### src/rtl/enc_block_sequencer.sv
// Per-block position sequencer for the turbo encoder: counts data bits of one code block,
// flags the last data cycle, walks the trellis-termination tail and pulses completion.
module enc_block_sequencer #(
    parameter int CNT_W    = 13,
    parameter int K_SMALL  = 1056,
    parameter int K_LARGE  = 6144,
    parameter int TAIL_LEN = 3
) (
    input  logic             clk,
    input  logic             clr,
    input  logic             start,
    input  logic             mode,
    input  logic             en,
    input  logic             abort,
    output logic             switch,
    output logic             tail_active,
    output logic [1:0]       tail_idx,
    output logic [CNT_W-1:0] cnt,
    output logic             busy,
    output logic             done,
    output logic             err
);

    typedef enum logic [1:0] {
        IDLE = 2'd0,
        DATA = 2'd1,
        TAIL = 2'd2,
        DONE = 2'd3
    } state_t;

    localparam logic [CNT_W-1:0] LAST_SMALL = CNT_W'(K_SMALL - 1);
    localparam logic [CNT_W-1:0] LAST_LARGE = CNT_W'(K_LARGE - 1);
    localparam logic [1:0]       TAIL_LAST  = 2'(TAIL_LEN - 1);

    // The tail index port is two bits wide, so the tail may be at most four cycles long.
    if (K_LARGE > 2**CNT_W || K_SMALL > 2**CNT_W) begin : g_bad_cnt_w
        $error("enc_block_sequencer: CNT_W too narrow for the block sizes");
    end
    if (TAIL_LEN < 1 || TAIL_LEN > 4) begin : g_bad_tail_len
        $error("enc_block_sequencer: TAIL_LEN must be 1..4");
    end

    state_t           state;
    state_t           state_nxt;
    logic [CNT_W-1:0] cnt_q;
    logic [1:0]       tail_q;
    logic             mode_q;
    logic             err_q;

    logic [CNT_W-1:0] last_cnt;
    logic             at_last;
    logic             tail_end;
    logic             in_block;
    logic             do_abort;

    assign last_cnt = mode_q ? LAST_LARGE : LAST_SMALL;
    assign at_last  = (cnt_q == last_cnt);
    assign tail_end = (tail_q == TAIL_LAST);
    assign in_block = (state == DATA) || (state == TAIL);
    assign do_abort = abort && (state != IDLE);

    // NOTE: sequential state is written with non-blocking assignments only, so every
    // register samples the pre-edge values of its neighbours.
    always_ff @(posedge clk or posedge clr) begin
        if (clr) begin
            state <= IDLE;
        end else begin
            state <= state_nxt;
        end
    end

    // NOTE: state_nxt gets a default before the case, so no path leaves it unassigned
    // and no latch is inferred.
    always_comb begin
        state_nxt = state;
        if (do_abort) begin
            state_nxt = IDLE;
        end else begin
            unique case (state)
                IDLE: if (start) state_nxt = DATA;
                DATA: if (en && at_last) state_nxt = TAIL;
                TAIL: if (tail_end) state_nxt = DONE;
                DONE: state_nxt = start ? DATA : IDLE;
                default: state_nxt = IDLE;
            endcase
        end
    end

    // Datapath registers: count, tail index, latched block size and the busy-start flag.
    always_ff @(posedge clk or posedge clr) begin
        if (clr) begin
            cnt_q  <= '0;
            tail_q <= '0;
            mode_q <= 1'b0;
            err_q  <= 1'b0;
        end else begin
            err_q <= start && in_block && !abort;
            if (do_abort) begin
                cnt_q  <= '0;
                tail_q <= '0;
            end else begin
                unique case (state)
                    IDLE: begin
                        if (start) begin
                            cnt_q  <= '0;
                            mode_q <= mode;
                        end
                    end
                    DATA: begin
                        // cnt parks at K-1 through the tail and DONE; it never wraps.
                        if (en && !at_last) begin
                            cnt_q <= cnt_q + 1'b1;
                        end
                        if (en && at_last) begin
                            tail_q <= '0;
                        end
                    end
                    TAIL: begin
                        tail_q <= tail_end ? 2'd0 : tail_q + 2'd1;
                    end
                    DONE: begin
                        cnt_q <= '0;
                        if (start) begin
                            mode_q <= mode;
                        end
                    end
                    default: begin
                        cnt_q  <= '0;
                        tail_q <= '0;
                    end
                endcase
            end
        end
    end

    // Outputs decode registered state only; there is no input-to-output path.
    always_comb begin
        switch      = (state == DATA) && at_last;
        tail_active = (state == TAIL);
        tail_idx    = tail_q;
        cnt         = cnt_q;
        busy        = in_block;
        done        = (state == DONE);
        err         = err_q;
    end

    a_cnt_range : assert property (@(posedge clk) disable iff (clr) cnt_q <= last_cnt);
    a_done_pulse: assert property (@(posedge clk) disable iff (clr) done |=> !done);
    a_tail_zero : assert property (@(posedge clk) disable iff (clr) !tail_active |-> tail_idx == 2'd0);

endmodule

### config.mk
export PLATFORM = sky130hd
export DESIGN_NAME = enc_block_sequencer
export DESIGN_NICKNAME = d
export VERILOG_FILES = /design/src/rtl/enc_block_sequencer.sv
export SDC_FILE = /design/constraint.sdc
export NUM_CORES = 1
export LEC_CHECK = 0
export CORE_MARGIN = 2
export CORE_UTILIZATION = 40
export CTS_CLUSTER_SIZE = 28
export DETAILED_ROUTE_END_ITERATION = 10
export GPL_TIMING_DRIVEN = 0
export PLACE_DENSITY = 0.7
export SYNTH_ARGS = -nofsm -noshare
export SYNTH_HDL_FRONTEND = slang
export SYNTH_SLANG_ARGS = --single-unit
### constraint.sdc
create_clock -name clk -period 4.4 [get_ports clk]
set_clock_uncertainty 0.1 [all_clocks]
set_input_delay 0.88 -clock clk [delete_from_list [all_inputs] [get_ports clk]]
set_output_delay 0.88 -clock clk [all_outputs]
set_load 0.01 [all_outputs]
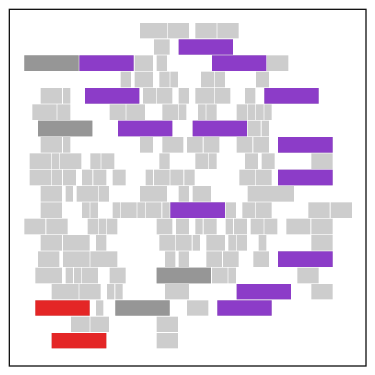
(run_1/ff_map.png)
(6 px per um) Other sequential cells in the stronger grey, the rest of the logic in the fainter grey.
Key: purple = cnt [placed flops 13]; red = state [placed flops 2]
Another 4 sequential cells are not coloured.
Seq/total area: 30.9%
sequential power: 0.226 mW

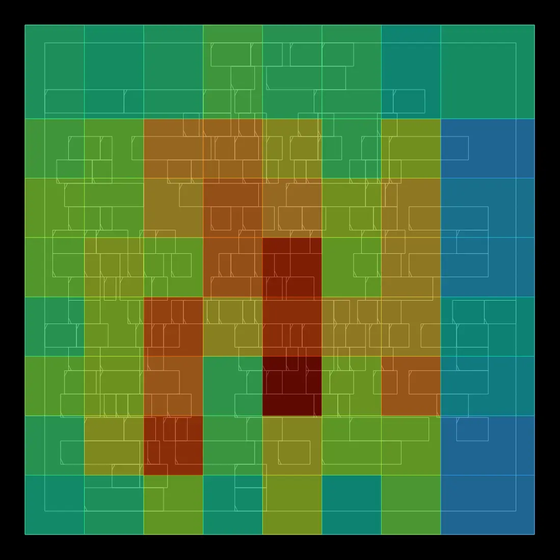
(run_1/congestion_map.png)
busiest grt layer: met2
met3 usage: 1.97%
GRT Overall Usage: 18.9%

==> reports/results.ini, run 1 <==
[global_route]
first_global_vias = 1134

[placement]
io_buffers = 25
dp_hpwl_um = 2160

[timing]
finalSetupTns_ns = 0
maxSlewViolCount = 0
max_slew_margin_pct = 49.7

[route]
drt_iter0_drc = 69
final_antenna_net_count = 0
wl_met3_um = 121

[finish]
finalNonFillerCells = 195
drive_above_1_share_pct = 7.41
final_cell_mix = 25 x clkdlybuf4s50_1, 19 x dfrtp_1, 15 x nand2_1

[clock_tree]
clkTransAtPathRegs_ns = 0.12
clock_path_buffers = 2
cts_num_sinks = 19

[pwr]
leakage_nw = 0.612
power_density_nw_per_um2 = 404

[synthesis]
synth-xor-area-share_pct = 0.719
top_cell_area_share_pct = 39.0
adder_share_pct = 6.16
top_cells_by_area = dfrtp_1 39%, ha_1 6.2%, o211ai_1 5.5%

[run_status]
status = complete, no violations

[die]
die_w_um = 59.2

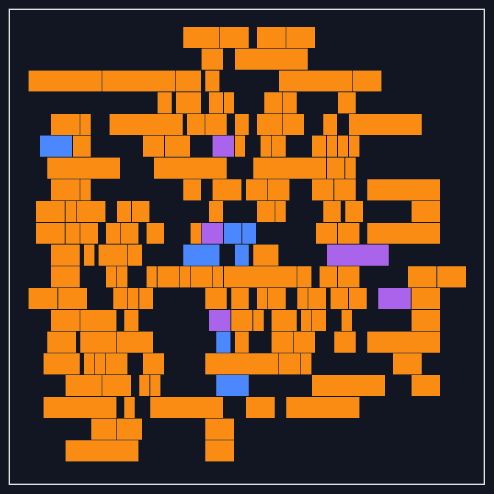
(run_1/sizing.png)
(8 px per um)
Key: blue = x2 [cells 7, share 4.3%]; orange = x1 and smaller [cells 150, share 93%]; purple = x3 and x4 [cells 5, share 3.1%]
final worst slack: 0.529 ns
final design instance area without fill: 1540 um2
P&R area growth vs syn: 26.2%
Signal buffers: 30

-- run 1: cell usage after synthesis, types with 2 or more instances --
library cell,n
clkbuf_1,3
nor2_1,7
o21ai_0,5
nand2b_1,2
inv_1,5
ha_1,6
mux2_2,2
nor3_1,2
dfrtp_1,19
o2bb2ai_1,2
and3_1,4
buf_2,2
nand3_1,10
nand4_1,9
o31ai_1,8
a22o_1,2
nand2_1,15
and2_1,3
o211ai_1,9
a21oi_1,2
-- run 1: final timing paths --
path                       slack [ns]          end  cells past startpoint    start
max                              0.53       switch                      8   cnt[0]
min                              0.46      cnt[11]                      1  cnt[11]
max reg2reg                      1.93     state[0]                      7   cnt[0]
min reg2reg                      0.46      cnt[11]                      1  cnt[11]
max in group asynchronous        2.83      cnt[11]                      2      clr
min in group asynchronous        0.89  tail_idx[1]                      2      clr
-- run 1: worst max-delay path, stage by stage, from the launching register on --
cell and delay [ns]:
dfrtp_1 0.46, ha_1 0.25, and4_1 0.20, clkbuf_1 0.28
and3b_1 0.28, o21a_1 0.18, buf_2 0.23, and2_1 0.16
clkdlybuf4s50_1 0.54
-- run 1: state kept, by name, indices dropped and copies added (netlist names) --
signal	flops
err	1
mode_q	1
tail_idx	2
state	2
cnt	13
-- run 1: cells by family after synthesis --
group | count (synthesis)
buffers and inverters | 10
XOR/XNOR | 1
AND-OR/OR-AND | 36
adder cells (fa/ha/maj) | 6
AND/OR/NAND/NOR | 58
flip-flops | 19
multiplexers | 3
-- run 1: power by group --
group | switching (mW) | total [mW] | internal (mW)
clock | 0.0572 | 0.0911 | 0.0339
sequential | 0.0291 | 0.226 | 0.197
combinational | 0.170 | 0.304 | 0.134
-- run 1: metrics by stage --
stage	instance area [um2]	utilization (%)	hold WS (ns)	setup slack [ns]	power, mW
floorplan	1220	-	0.416	1.62	0.427
global placement	1510	50.7	0.435	0.930	0.521
detailed placement	1510	50.7	0.429	0.920	0.529
CTS	1540	51.6	0.452	0.548	0.623
global route	1540	51.6	0.483	0.347	0.669
finish	1540	51.6	0.458	0.529	0.621
-- run 1: per-layer routing --
metal  vias to the layer above  global-route usage, %
met5                         -                      0
met4                         0                   8.44
met1                       567                   25.8
met2                        36                   30.0
li1                        565                      -
met3                         5                   1.97
-- run 1: cell type report --
type	instances	share of cell area, %
Multi-Input combinational cell	104	45.7
Tap cell	33	2.69
Inverter	5	1.22
Sequential cell	19	30.9
Clock buffer	3	1.46
Buffer	5	1.38
Clock inverter	1	0.325
Timing Repair Buffer	25	16.3
## Run 2: what changed since run 1
--- a/config.mk
+++ b/config.mk
@@ -7,10 +7,11 @@
 export LEC_CHECK = 0
 export CORE_MARGIN = 2
 export CORE_UTILIZATION = 40
-export CTS_CLUSTER_SIZE = 28
 export DETAILED_ROUTE_END_ITERATION = 10
+export GPL_ROUTABILITY_DRIVEN = 0
 export GPL_TIMING_DRIVEN = 0
 export PLACE_DENSITY = 0.7
+export SETUP_SLACK_MARGIN = 0.02
 export SYNTH_ARGS = -nofsm -noshare
 export SYNTH_HDL_FRONTEND = slang
 export SYNTH_SLANG_ARGS = --single-unit
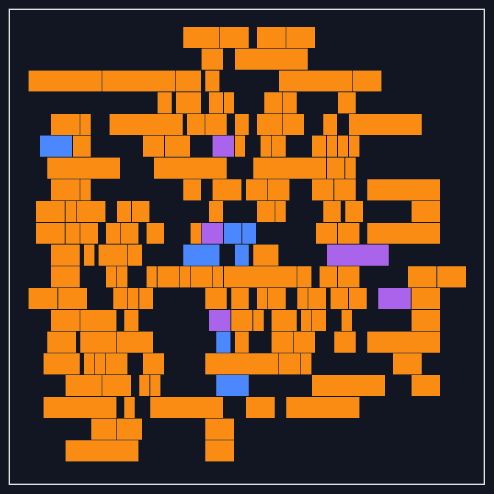
(run_2/sizing.png)
(8 px per um)
Key: blue = x2 [cells 7, share 4.3%]; orange = x1 and smaller [cells 150, share 93%]; purple = x3 and x4 [cells 5, share 3.1%]

==> reports/results.ini, run 2 <==
[run_status]
status = complete, no violations

[clock_tree]
cts_num_sinks = 19
clkTransAtPathRegs_ns = 0.12
clock_path_buffers = 2
cts-resized-gates = 0

[synthesis]
top_cells_by_area = dfrtp_1 39%, ha_1 6.2%, o211ai_1 5.5%
fp_nets = 145
yosys-top-cells-count = 19 x dfrtp_1, 15 x nand2_1, 10 x nand3_1
most_common_cell = dfrtp_1
top_cell_area_share_pct = 39.0

[critical_path]
startpoint = cnt[0]
regToRegSetupSlack_ns = 1.93
r2r_cells = 7
worstReg2RegStart = cnt[0]
rr_endpoint = state[0]
path_max_fanout = 10
crit_end = switch

[finish]
drive_above_1_share_pct = 7.41
comb_area_um2 = 703
largest_reg_flops = 13
final_cell_area_um2 = 1540
area_growth_pct = 26.2
final_cell_mix = 25 x clkdlybuf4s50_1, 19 x dfrtp_1, 15 x nand2_1

[placement]
placed_area_um2 = 1510
io_buffers = 25
dp_hpwl_um = 2160

[pwr]
power_density_nw_per_um2 = 404
leakage_nw = 0.612

[timing]
finalSetupTns_ns = 0
max_slew_margin_pct = 49.7
maxSlewViolCount = 0

[global_route]
first_global_vias = 1134
gr-usage-all-layers_pct = 18.9

[route]
final_antenna_net_count = 0
drt_iter0_drc = 69

[die]
die_w_um = 59.2
core_area_um2 = 2980

## run 2: per-stage QoR
| stage | worst slack [ns] | power [mW] | utilization, % | cells | hold WS (ns) |
|---|---|---|---|---|---|
| detailed placement | 0.920 | 0.529 | 50.7 | 191 | 0.429 |
| global route | 0.347 | 0.669 | 51.6 | 195 | 0.483 |
| floorplan | 1.62 | 0.427 | - | 133 | 0.416 |
| finish | 0.529 | 0.621 | 51.6 | 195 | 0.458 |
| global placement | 0.930 | 0.521 | 50.7 | 191 | 0.435 |
| CTS | 0.548 | 0.623 | 51.6 | 195 | 0.452 |
## run 2: routing by layer
metal	track usage [%]	up-vias	routed length [um]	part of all wire [%]
met3	1.97	5	121	4.0
met1	25.8	567	1380	46
met4	8.44	0	35	1.2
li1	-	565	-	-
met2	30.0	36	1460	49
met5	0	-	0	0
## run 2: worst min path at each step
stage / startpoint / endpoint / slack, ns / cells after the start
2_1_floorplan: state[1] / state[1] / 0.42 / 1
3_3_place_gp: cnt[3] / cnt[3] / 0.43 / 1
3_5_place_dp: cnt[11] / cnt[11] / 0.43 / 1
4_1_cts: cnt[11] / cnt[11] / 0.45 / 1
5_1_grt: cnt[11] / cnt[11] / 0.48 / 1
6_report: cnt[11] / cnt[11] / 0.46 / 1
## run 2: worst max-delay path, cell delays in order, from the launching register on
cell and delay, ns:
dfrtp_1 0.46, ha_1 0.25, and4_1 0.20, clkbuf_1 0.28
and3b_1 0.28, o21a_1 0.18, buf_2 0.23, and2_1 0.16
clkdlybuf4s50_1 0.54
## run 2: cell type report
cell class | count | area share, %
Multi-Input combinational cell | 104 | 45.7
Sequential cell | 19 | 30.9
Timing Repair Buffer | 25 | 16.3
Tap cell | 33 | 2.69
Clock buffer | 3 | 1.46
Buffer | 5 | 1.38
Inverter | 5 | 1.22
Clock inverter | 1 | 0.325
## run 2: cells by family after synthesis
logic type | Yosys count | synth area share [%]
xor+xnor | 1 | 0.719
buf+inv | 10 | 3.29
fa+ha+maj | 6 | 6.16
mux | 3 | 2.67
simple gates | 58 | 26.2
compound gates | 36 | 22.0
flops | 19 | 39.0
## run 2: power by group
part	switching [mW]	internal, mW	total [mW]
clock	0.0572	0.0339	0.0911
sequential	0.0291	0.197	0.226
combinational	0.170	0.134	0.304
total	0.256	0.364	0.621
## Run 3: what changed since run 2
--- a/config.mk
+++ b/config.mk
@@ -7,6 +7,7 @@
 export LEC_CHECK = 0
 export CORE_MARGIN = 2
 export CORE_UTILIZATION = 40
+export CTS_CLUSTER_SIZE = 10
 export DETAILED_ROUTE_END_ITERATION = 10
 export GPL_ROUTABILITY_DRIVEN = 0
 export GPL_TIMING_DRIVEN = 0
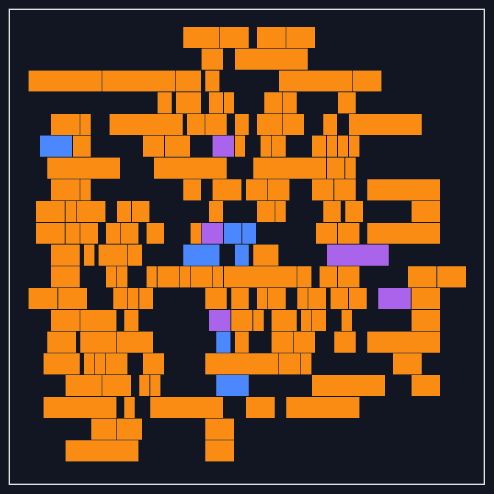
(run_3/sizing.png)
(8 px per um)
Key: blue = x2 [cells 7, share 4.3%]; orange = x1 and smaller [cells 150, share 93%]; purple = x3 and x4 [cells 5, share 3.1%]

==> reports/results.ini, run 3 <==
[finish]
finalNonFillerCells = 195
drive_above_1_share_pct = 7.41
comb_area_um2 = 703
largest_reg_flops = 13
final_cell_area_um2 = 1540
area_growth_pct = 26.2
final_cell_mix = 25 x clkdlybuf4s50_1, 19 x dfrtp_1, 15 x nand2_1

[worst_hold_path]
hold_end = cnt[11]
min_from = cnt[11]
worstHoldPathCells = 1

[pwr]
internal_power_mw = 0.364
seq_power_share_pct = 36.4
p_sw_share_pct = 41.3
combPwrFrac_pct = 48.9
power_mw = 0.621
leakage_nw = 0.612
netSwitchingPower_mw = 0.256
power_density_nw_per_um2 = 404

[critical_path]
regToRegSetupSlack_ns = 1.93
rr_endpoint = state[0]
path_max_fanout = 10
startpoint = cnt[0]
r2r_cells = 7
worstReg2RegStart = cnt[0]

[clock_tree]
cts-resized-gates = 0
cts_num_sinks = 19

[placement]
dpl.cell_count = 191
placed_area_um2 = 1510
dp_hpwl_um = 2160
io_buffers = 25

[die]
core_area_um2 = 2980
die_w_um = 59.2

[synthesis]
yosys-top-cells-count = 19 x dfrtp_1, 15 x nand2_1, 10 x nand3_1
top_cells_by_area = dfrtp_1 39%, ha_1 6.2%, o211ai_1 5.5%
top_cell_area_share_pct = 39.0
fp_nets = 145
most_common_cell = dfrtp_1

[timing]
finalSetupTns_ns = 0
maxSlewViolCount = 0

[route]
drt_iter0_drc = 69
final_antenna_net_count = 0

[run_status]
status = complete, no violations

[global_route]
first_global_vias = 1134

## run 3: cell counts after synthesis
No cell type changed its count.
## run 3: worst max-delay path by stage
stage | end | cells after the start
global route | switch | 8
CTS | switch | 8
global placement | switch | 8
finish | switch | 8
detailed placement | switch | 8
floorplan | switch | 7
## run 3: layout make-up
class                   count  area share (%)
clock buffers               3            1.46
repair buffers             25            16.3
multi-input cells         104            45.7
clock inverters             1           0.325
inverters                   5            1.22
well taps                  33            2.69
flip-flops and latches     19            30.9
plain buffers               5            1.38
## run 3: routing by layer
layer / vias to the layer above / wire length, um / GRT usage [%]
met5: - / 0 / 0
met3: 5 / 121 / 1.97
met4: 0 / 35 / 8.44
met2: 36 / 1460 / 30.0
li1: 565 / - / -
met1: 567 / 1380 / 25.8
## run 3: kinds of logic (layout without fill, tap and decap cells)
kind of cell / count (synthesis) / count (layout) / synth area share, %
AND/OR/NAND/NOR: 58 / 58 / 26.2
AND-OR/OR-AND: 36 / 36 / 22.0
flip-flops: 19 / 19 / 39.0
buffers and inverters: 10 / 39 / 3.29
adder cells (fa/ha/maj): 6 / 6 / 6.16
multiplexers: 3 / 3 / 2.67
XOR/XNOR: 1 / 1 / 0.719
## run 3: critical path, cell delays in order, from the launching register on
cell and delay, ns:
dfrtp_1 0.46, ha_1 0.25, and4_1 0.20, clkbuf_1 0.28, and3b_1 0.28, o21a_1 0.18, buf_2 0.23, and2_1 0.16
clkdlybuf4s50_1 0.54
## run 3: power by group through the flow
| stage | combinational [mW] | clock, mW | sequential (mW) |
|---|---|---|---|
| global route | 0.339 | 0.0982 | 0.231 |
| global placement | 0.293 | 0 | 0.228 |
| finish | 0.304 | 0.0911 | 0.226 |
| detailed placement | 0.299 | 0 | 0.230 |
| CTS | 0.304 | 0.0927 | 0.226 |
| floorplan | 0.198 | 0 | 0.229 |
## run 3: per-stage QoR
step	util [%]	hold slack, ns
floorplan	-	0.416
global placement	50.7	0.435
detailed placement	50.7	0.429
CTS	51.6	0.452
global route	51.6	0.483
finish	51.6	0.458
No activity file was given, so power comes from the tool's default toggle rates.
